run_1/m3.png
(1.5 px per um)
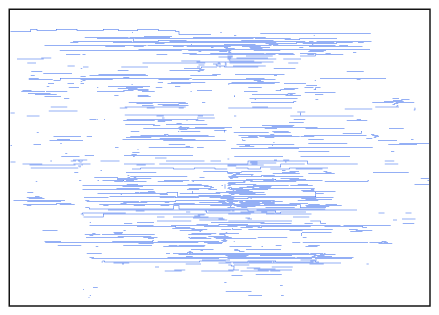
run_1/congestion_map.png
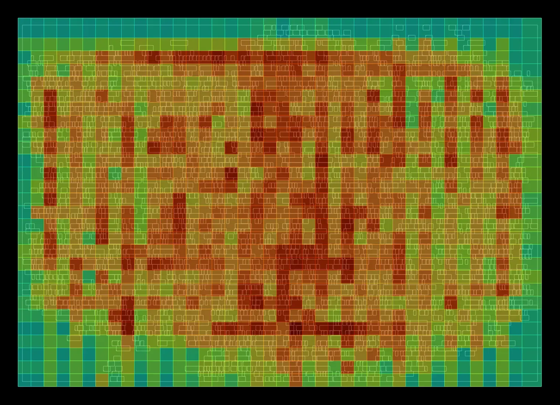
run_1/gates.png
(1.5 px per um)
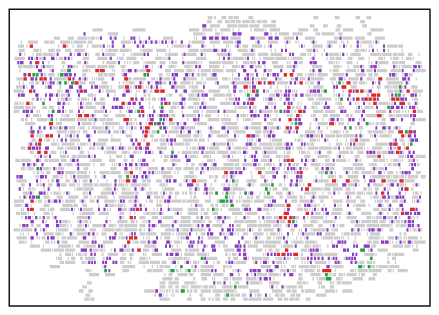
run_1/class_map.png
(1.5 px per um) Fill, decap, tap and diode cells in gray.
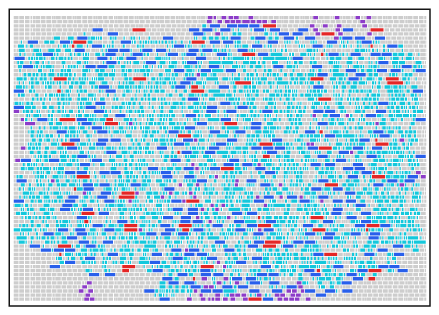
[src/rtl/apb_multi_accum_if.sv]
// APB3 bus bundle for apb_multi_accum; master drives the request, slave drives the response.
interface apb_multi_accum_if #(
  parameter int ADDR_W = 8,
  parameter int DATA_W = 32
);
  logic              PSEL;
  logic              PENABLE;
  logic              PWRITE;
  logic [ADDR_W-1:0] PADDR;
  logic [DATA_W-1:0] PWDATA;
  logic [DATA_W-1:0] PRDATA;
  logic              PREADY;
  logic              PSLVERR;

  modport master (
    output PSEL, PENABLE, PWRITE, PADDR, PWDATA,
    input  PRDATA, PREADY, PSLVERR
  );

  modport slave (
    input  PSEL, PENABLE, PWRITE, PADDR, PWDATA,
    output PRDATA, PREADY, PSLVERR
  );
endinterface

[src/rtl/apb_multi_accum.sv]
// APB3 slave with NUM_CH accumulator channels (OR/AND/XOR/ADD), wait states,
// sticky carry, saturating op counter and a registered level interrupt.

// One accumulator channel: DATA/CTRL/RESULT/STATUS state and its update rules.
module apb_multi_accum_ch #(
  parameter int DATA_W = 32
) (
  input  logic              clk,
  input  logic              rst,
  input  logic              we_data,
  input  logic              we_ctrl,
  input  logic              we_stat,
  input  logic [DATA_W-1:0] wdata,
  output logic [DATA_W-1:0] rd_data,
  output logic [DATA_W-1:0] rd_ctrl,
  output logic [DATA_W-1:0] rd_result,
  output logic [DATA_W-1:0] rd_status,
  output logic              irq_req
);
  logic [DATA_W-1:0] data_q, result_q, op_res;
  logic [1:0]        op_q;
  logic              irq_en_q, carry_q;
  logic [7:0]        opcnt_q;
  logic [DATA_W:0]   sum;
  logic [31:0]       st;

  assign sum = {1'b0, result_q} + {1'b0, data_q};

  // Result of the op named in the CTRL write being committed (new op applies immediately).
  always_comb begin
    op_res = result_q;
    case (wdata[2:1])
      2'b00: op_res = result_q | data_q;
      2'b01: op_res = result_q & data_q;
      2'b10: op_res = result_q ^ data_q;
      2'b11: op_res = sum[DATA_W-1:0];
      default: op_res = result_q;
    endcase
  end

  // Channel registers; CLR beats START, carry is sticky until W1C.
  always_ff @(posedge clk) begin
    if (rst) begin
      data_q   <= '0;
      result_q <= '0;
      op_q     <= '0;
      irq_en_q <= 1'b0;
      carry_q  <= 1'b0;
      opcnt_q  <= '0;
    end else begin
      if (we_data) data_q <= wdata;
      if (we_ctrl) begin
        op_q     <= wdata[2:1];
        irq_en_q <= wdata[4];
        if (wdata[3]) begin
          result_q <= '0;
        end else if (wdata[0]) begin
          result_q <= op_res;
          if (wdata[2:1] == 2'b11 && sum[DATA_W]) carry_q <= 1'b1;
          if (opcnt_q != 8'hFF) opcnt_q <= opcnt_q + 8'd1;
        end
      end
      if (we_stat && wdata[0]) carry_q <= 1'b0;
    end
  end

  assign st        = {16'b0, opcnt_q, 7'b0, carry_q};
  assign rd_data   = data_q;
  assign rd_ctrl   = DATA_W'({irq_en_q, 1'b0, op_q, 1'b0});
  assign rd_result = result_q;
  assign rd_status = st[DATA_W-1:0];
  assign irq_req   = carry_q & irq_en_q;
endmodule

module apb_multi_accum #(
  parameter int DATA_W      = 32,
  parameter int NUM_CH      = 4,
  parameter int ADDR_W      = 8,
  parameter int WAIT_STATES = 1
) (
  input  logic               PCLK,
  input  logic               PRESET,
  apb_multi_accum_if.slave   bus,
  output logic               irq
);
  localparam int CH_AW = ADDR_W - 4;

  typedef enum logic {S_IDLE, S_WAIT} state_t;

  state_t                         state_q, state_d;
  logic [3:0]                     wcnt_q, wcnt_d;
  logic                           done, wr_ok, err;
  logic [CH_AW-1:0]               ch;
  logic [1:0]                     off;
  logic [DATA_W-1:0]              rdata;
  logic [NUM_CH-1:0][DATA_W-1:0]  rd_data, rd_ctrl, rd_result, rd_status;
  logic [NUM_CH-1:0]              irq_req;

  assign ch    = bus.PADDR[ADDR_W-1:4];
  assign off   = bus.PADDR[3:2];
  assign err   = ({1'b0, ch} >= (CH_AW+1)'(NUM_CH)) || (bus.PADDR[1:0] != 2'b00) ||
                 (bus.PWRITE && off == 2'd2);
  assign wr_ok = done && bus.PWRITE && !err;

  for (genvar i = 0; i < NUM_CH; i++) begin : g_ch
    logic sel;
    assign sel = wr_ok && (ch == CH_AW'(i));
    apb_multi_accum_ch #(.DATA_W(DATA_W)) u_ch (
      .clk       (PCLK),
      .rst       (PRESET),
      .we_data   (sel && off == 2'd0),
      .we_ctrl   (sel && off == 2'd1),
      .we_stat   (sel && off == 2'd3),
      .wdata     (bus.PWDATA),
      .rd_data   (rd_data[i]),
      .rd_ctrl   (rd_ctrl[i]),
      .rd_result (rd_result[i]),
      .rd_status (rd_status[i]),
      .irq_req   (irq_req[i])
    );
  end

  // Read mux over the addressed channel and register offset.
  always_comb begin
    rdata = '0;
    for (int i = 0; i < NUM_CH; i++) begin
      if (ch == CH_AW'(i)) begin
        case (off)
          2'd0: rdata = rd_data[i];
          2'd1: rdata = rd_ctrl[i];
          2'd2: rdata = rd_result[i];
          default: rdata = rd_status[i];
        endcase
      end
    end
  end

  // FSM state register.
  always_ff @(posedge PCLK) begin
    if (PRESET) begin
      state_q <= S_IDLE;
      wcnt_q  <= '0;
    end else begin
      state_q <= state_d;
      wcnt_q  <= wcnt_d;
    end
  end

  // Next state: the !PREADY guard keeps the access phase still held during the
  // completion cycle from being taken as a fresh transfer.
  always_comb begin
    state_d = state_q;
    wcnt_d  = wcnt_q;
    done    = 1'b0;
    case (state_q)
      S_IDLE: if (bus.PSEL && bus.PENABLE && !bus.PREADY) begin
        state_d = S_WAIT;
        wcnt_d  = 4'(WAIT_STATES);
      end
      S_WAIT: begin
        if (!(bus.PSEL && bus.PENABLE)) state_d = S_IDLE;
        else if (wcnt_q != 4'd0)        wcnt_d  = wcnt_q - 4'd1;
        else begin
          done    = 1'b1;
          state_d = S_IDLE;
        end
      end
      default: state_d = S_IDLE;
    endcase
  end

  // Registered APB response; PRDATA only moves on a completed read.
  always_ff @(posedge PCLK) begin
    if (PRESET) begin
      bus.PREADY  <= 1'b0;
      bus.PSLVERR <= 1'b0;
      bus.PRDATA  <= '0;
    end else begin
      bus.PREADY  <= done;
      bus.PSLVERR <= done && err;
      if (done && !bus.PWRITE) bus.PRDATA <= err ? '0 : rdata;
    end
  end

  // Level interrupt, one cycle behind the channel carry/enable state.
  always_ff @(posedge PCLK) begin
    if (PRESET) irq <= 1'b0;
    else        irq <= |irq_req;
  end
endmodule

[src/flat_wrapper.sv]
// flat-port wrapper written by rule: the top's interface ports become plain ports
module apb_multi_accum_flat 
#(
  parameter int DATA_W      = 32,
  parameter int NUM_CH      = 4,
  parameter int ADDR_W      = 8,
  parameter int WAIT_STATES = 1
)
  (PCLK, PRESET, irq, bus_PSEL, bus_PENABLE, bus_PWRITE, bus_PADDR, bus_PWDATA, bus_PRDATA, bus_PREADY, bus_PSLVERR);
  apb_multi_accum_if #(.ADDR_W(ADDR_W), .DATA_W(DATA_W)) bus_i ();
  input  logic PCLK;
  input  logic PRESET;
  output logic irq;
  input wire logic [$bits(bus_i.PSEL)-1:0] bus_PSEL;
  input wire logic [$bits(bus_i.PENABLE)-1:0] bus_PENABLE;
  input wire logic [$bits(bus_i.PWRITE)-1:0] bus_PWRITE;
  input wire logic [$bits(bus_i.PADDR)-1:0] bus_PADDR;
  input wire logic [$bits(bus_i.PWDATA)-1:0] bus_PWDATA;
  output wire logic [$bits(bus_i.PRDATA)-1:0] bus_PRDATA;
  output wire logic [$bits(bus_i.PREADY)-1:0] bus_PREADY;
  output wire logic [$bits(bus_i.PSLVERR)-1:0] bus_PSLVERR;
  assign bus_i.PSEL = bus_PSEL;
  assign bus_i.PENABLE = bus_PENABLE;
  assign bus_i.PWRITE = bus_PWRITE;
  assign bus_i.PADDR = bus_PADDR;
  assign bus_i.PWDATA = bus_PWDATA;
  assign bus_PRDATA = bus_i.PRDATA;
  assign bus_PREADY = bus_i.PREADY;
  assign bus_PSLVERR = bus_i.PSLVERR;
  apb_multi_accum #(.DATA_W(DATA_W), .NUM_CH(NUM_CH), .ADDR_W(ADDR_W), .WAIT_STATES(WAIT_STATES)) u_core (.PCLK(PCLK), .PRESET(PRESET), .bus(bus_i), .irq(irq));
endmodule
[config.mk]
export PLATFORM = sky130hd
export DESIGN_NAME = apb_multi_accum_flat
export DESIGN_NICKNAME = d
export VERILOG_FILES = /design/src/rtl/apb_multi_accum_if.sv /design/src/rtl/apb_multi_accum.sv /design/src/flat_wrapper.sv
export SDC_FILE = /design/constraint.sdc
export NUM_CORES = 1
export LEC_CHECK = 0
export CAP_MARGIN = 20
export CORE_ASPECT_RATIO = 0.7
export CORE_MARGIN = 2
export CORE_UTILIZATION = 50
export DETAILED_ROUTE_END_ITERATION = 8
export GPL_ROUTABILITY_DRIVEN = 0
export HOLD_SLACK_MARGIN = 0.15
export PLACE_DENSITY = 0.67
export SLEW_MARGIN = 20
export SYNTH_ARGS = -nofsm -noshare
export SYNTH_HDL_FRONTEND = slang
export SYNTH_SLANG_ARGS = --single-unit
[constraint.sdc]
create_clock -name PCLK -period 5.35 [get_ports PCLK]
set_input_delay 0.535 -clock PCLK [delete_from_list [all_inputs] [get_ports PCLK]]
set_output_delay 0.535 -clock PCLK [all_outputs]
set_load 0.03 [all_outputs]
==> run notes, run 1 <==
impl run done, here's what came out: DP Area=0.02778 mm2, syn_nets=roughly 4000, Final Setup Violations=0, syn avg cell area=7.332 um2, Fillers=5061, most numerous logic cells after layout=nand2_1 (543), a21oi_1 (416), dfxtp_1 (344), nor2_1 (323), inv_1 (303), first-pass GRT wire length=about 140000 um, vias in the first global route=23130, row cnt=70, Seq share, synth=0.2592, Synth Area in Adders=0.1264, global route overflow=0, Worst Hold Depth=2, fp util=0.5072, static leakage=10.77 nW, Setup WS post-layout=approximately 1.6 ns, Die Width=279.5 um, Yosys Instances=3623, Max Cap Violations=0, post-layout period usage=0.6969, Power Clock=2.92 mW, number of enable flip-flop cells=0, DRT Wirelength=92970 um, Commonest Layout Cell=nand2_1, initial antenna violation count=0, worst slew pin tran=about 1.1 ns, startpoint types=flop, Synth Instances=3623, setup_tns=0 ns, Non-Clock Buffer Count=127, crit path DAT=4.21 ns, Final Util=0.5561, Routed met1 length=42550 um, Top pwr grp=the clock network, Tool Warnings=155, logic area=0.01774 mm2, CP max stage delay=0.50 ns, flip-flops=344, Critical Path End=u_core.g_ch[2].u_ch.carry_q, biggest area cells=dfxtp_1 (26%), ha_1 (12%), a21oi_1 (7.8%), Non-Filler Instances=4291, Post-synth top cells=nand2_1 (543), a21oi_1 (416), dfxtp_1 (344), M3 GR Usage=0.08298, required time of the critical path=5.83 ns, Max-Slew Margin vs Limit=0.2699, largest family of logic cells by area=AND-OR/OR-AND gates, area of the mapped netlist=0.02657 mm2, synthesized flop and latch total=344, Tot Pwr=5.901 mW, Hold Buf Count CTS=0, r2r endpoint=u_core.g_ch[2].u_ch.carry_q, pre-CTS setup slack=1.358 ns, nonclk inv count=305, clk sink count=344, Clock Tree Root=clkbuf_16, antenna diode count=0, synthesis area per yosys=0.02657 mm2, Top Ports=80, Pre-Repair DR Iteration Count=8, YS warnings=0, area fraction in xor and xnor cells=0.04319, Layout Skew=0.02652 ns, switching share of power=0.2568, status=completed, yosys aoi share=0.2534, Dominant flop cell=dfxtp_1, initial drt markers=3392, RSZ-0062 raised after global routing=false
About m3.png:
main direction: horizontal
nets with wire on the layer: 395
share of all routed wire: 12%
longest straight run: 154 um

About congestion_map.png:
Avg WL per Cell: 21.67 um
routing usage on met2: 0.4622
total track usage: 0.3296

About gates.png:
[green] and/or cells | cells: 64 | most used: and3_1 | where: all over the die
[red] non-inverting ao/oa cells | cells: 125 | most used: a21o_1
[purple] aoi and oai cells | cells: 992 | most used: a21oi_1 | where: all over the die

About class_map.png:
[purple] remaining buffers and delay cells | cells: 127
[cyan] remaining logic cells | cells: 3069
[blue] registers | cells: 344
[red] clock drivers and dummy loads | cells: 67

run 1: flip-flops by register name, summed over array words and instances, names as in the netlist:
| signal | cells |
|---|---|
| u_core.irq | 1 |
| u_core.state_q | 1 |
| u_core.g_ch.u_ch.opcnt_q | 32 |
| u_core.g_ch.u_ch.rd_data | 128 |
| u_core.bus.PSLVERR | 1 |
| u_core.g_ch.u_ch.carry_q | 4 |
| u_core.g_ch.u_ch.op_q | 8 |
| u_core.wcnt_q | 4 |
| u_core.bus.PRDATA | 32 |
| u_core.g_ch.u_ch.rd_result | 128 |
| u_core.g_ch.u_ch.irq_en_q | 4 |
| u_core.bus.PREADY | 1 |
run 1: critical path: cells and delay by family, from the launching register on:
kind,cells,cell delay (ns)
compound gates,7,2.29
fa+ha+maj,2,0.63
flops,1,0.37
simple gates,2,0.28
buf+inv,1,0.07
run_1/sizing.png
(1.5 px per um)
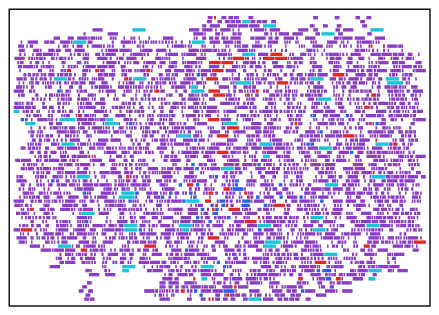

==> run 2: changes to the inputs <==
--- a/config.mk
+++ b/config.mk
@@ -12,7 +12,7 @@
 export DETAILED_ROUTE_END_ITERATION = 8
 export GPL_ROUTABILITY_DRIVEN = 0
 export HOLD_SLACK_MARGIN = 0.15
-export PLACE_DENSITY = 0.67
+export PLACE_DENSITY = 0.7
 export SLEW_MARGIN = 20
 export SYNTH_ARGS = -nofsm -noshare
 export SYNTH_HDL_FRONTEND = slang
==> constraint.sdc (replaced) <==
create_clock -name PCLK -period 3.1 [get_ports PCLK]
set_input_delay 0.31 -clock PCLK [delete_from_list [all_inputs] [get_ports PCLK]]
set_output_delay 0.31 -clock PCLK [all_outputs]
set_load 0.03 [all_outputs]
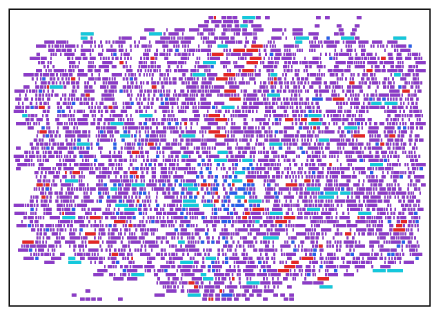
run_2/sizing.png
(1.5 px per um)
[red] x2 | cells: 92 | share: 2.5%
[purple] x1 and smaller | cells: 3400 | share: 91%
[cyan] x6 and larger | cells: 72 | share: 1.9%
[blue] x3 and x4 | cells: 189 | share: 5.0%

==> run 2 against run 1 <==
Sequential cell count did not move; final area up 4.7%; register-to-register slack worse by 1.5 ns; highest routed layer is now met5; first-iteration DRC count is 18% higher; die area did not move; global-route usage increased by 0.88 points; count of clock-buffer cells in the layout increased by 4; worst setup slack worse by 1.5 ns; power rose by 73%; wire length rose by 2.8%.
==> run notes, run 2 <==
impl run done, here's what came out: Final Util=0.5823 (+0.02625), post-layout period usage=0.9644 (+0.2676), Max Cap Violations=0 (unchanged), RSZ-0062 raised after global routing=false, simple-gate share of the synthesized area=0.1806, Clock Tree Root=clkbuf_16, Tool Warnings=161 (+3.9%), Comb/total area=0.5852, Layout Skew=0.01704 ns (-0.009478 ns), pre-CTS setup slack=0.03807 ns (-1.320 ns), layout cells sized above 1=0.09406, Tot Pwr=10.21 mW (+73%), cell family with most CP delay=AND-OR/OR-AND gates, DRT Wirelength=95540 um (+2.8%), vias in the first global route=24370 (+5.4%), static leakage=11.57 nW (+7.4%), area fraction in xor and xnor cells=0.04319 (unchanged), DR vias=approximately 27000, Hold Slack=~0.18 ns, number of enable flip-flop cells=0 (unchanged), Synth Instances=3623 (unchanged), yosys aoi share=0.2534 (unchanged), flop share of the area=0.2260, required time of the critical path=3.56 ns (-2.27 ns), Most Frequent Cell on Critical Path=a21oi_1, fp util=0.5072 (unchanged), Hold Vio Cnt, Final=0, CTS tree=done, area of the mapped netlist=0.02657 mm2 (unchanged), DP Area=0.02901 mm2 (+4.4%), total track usage=0.3384 (+0.008816), Area-dominant class=combinational gates, Avg WL per Cell=21.53 um (-0.63%), layout net count=4035, crit path DAT=3.45 ns (-0.76 ns), CP max stage delay=0.41 ns (-0.09 ns), Hold Buf Count CTS=1 (+1), global route overflow=0 (unchanged), clock buffers=56, row cnt=70 (unchanged), Dominant flop cell=dfxtp_1, Die Width=279.5 um (unchanged), syn avg cell area=7.332 um2 (unchanged), startpoint types=flop, initial drt markers=4019 (+18%), biggest area cells=dfxtp_1 (26%), ha_1 (12%), a21oi_1 (7.8%), DP HPWL=70510 um, flip-flops=344 (unchanged), syn_nets=3934 (unchanged), setup_tns=0 ns (unchanged), antenna diode count=1 (+1), Critical Path Start=u_core.g_ch[1].u_ch.rd_result[1], Final Setup Violations=0 (unchanged), Vias/cell=roughly 6.1, worst slew pin tran=0.9183 ns (-0.1668 ns), Post-synth top cells=nand2_1 (543), a21oi_1 (416), dfxtp_1 (344), largest family of logic cells by area=AND-OR/OR-AND gates, synthesized flop and latch total=344 (unchanged), most numerous logic cells after layout=nand2_1 (543), a21oi_1 (415), dfxtp_1 (339), nor2_1 (322), inv_1 (303), clk sink count=344 (unchanged), Top Ports=80 (unchanged), Worst Hold Depth=3 (+1), synthesis area per yosys=0.02657 mm2 (unchanged), worst path bufs/invs=2 (+1), DRC violations left=0, Finished Cell Area=0.03050 mm2, Non-Filler Instances=4438 (+3.4%), Non-Clock Buffer Count=271 (+110%), nonclk inv count=305 (unchanged), Setup WS post-layout=0.1103 ns (-1.511 ns), logic area=0.01785 mm2 (+0.61%), Synth Area in Adders=0.1264 (unchanged), Commonest Layout Cell=nand2_1, status=completed, initial antenna violation count=3 (+3), YS warnings=0 (unchanged), Seq share, synth=0.2592 (unchanged), Pre-Repair DR Iteration Count=6 (-2), Fillers=4904 (-3.1%), Yosys Instances=3623 (unchanged), cell count after placement=4366, total CTS buffers=38, Max-Slew Margin vs Limit=0.3813 (+0.1114), first-pass GRT wire length=145200 um (+2.8%), r2r endpoint=u_core.g_ch[1].u_ch.rd_result[21]
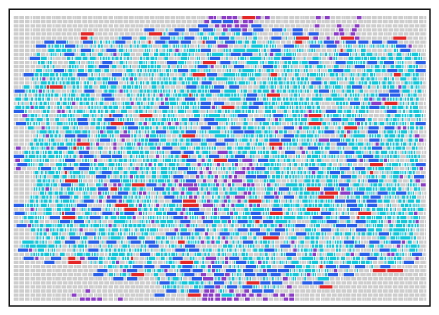
run_2/class_map.png
(1.5 px per um) Fill, decap, tap and diode cells in gray.
[purple] remaining buffers and delay cells | cells: 271
[cyan] remaining logic cells | cells: 3069
[red] clock drivers and dummy loads | cells: 69
[blue] registers | cells: 344

-- run 2: worst max-delay path by stage --
stage | end | cells after the start
after global placement | u_core.g_ch[1].u_ch.rd_result[28] | 13
after detailed placement | u_core.g_ch[0].u_ch.rd_result[29] | 12
final | u_core.g_ch[1].u_ch.rd_result[21] | 12
after CTS | u_core.g_ch[0].u_ch.rd_result[29] | 12
after floorplan | u_core.g_ch[2].u_ch.carry_q | 12
after global routing | u_core.g_ch[3].u_ch.rd_result[28] | 12
-- run 2: routing by layer --
metal  track usage  wire length, um
met1        0.4973            42230
met4       0.08041             2242
met5             0               32
met2        0.4839            38520
met3       0.09614            12510
-- run 2: power by group --
part	switching [mW]	internal [mW]	total [mW]
registers	0.00129	4.42	4.42
logic	0.563	0.217	0.780
clock network	2.06	2.94	5.01
Power figures rest on the tool's default switching activity, not on a simulated workload.
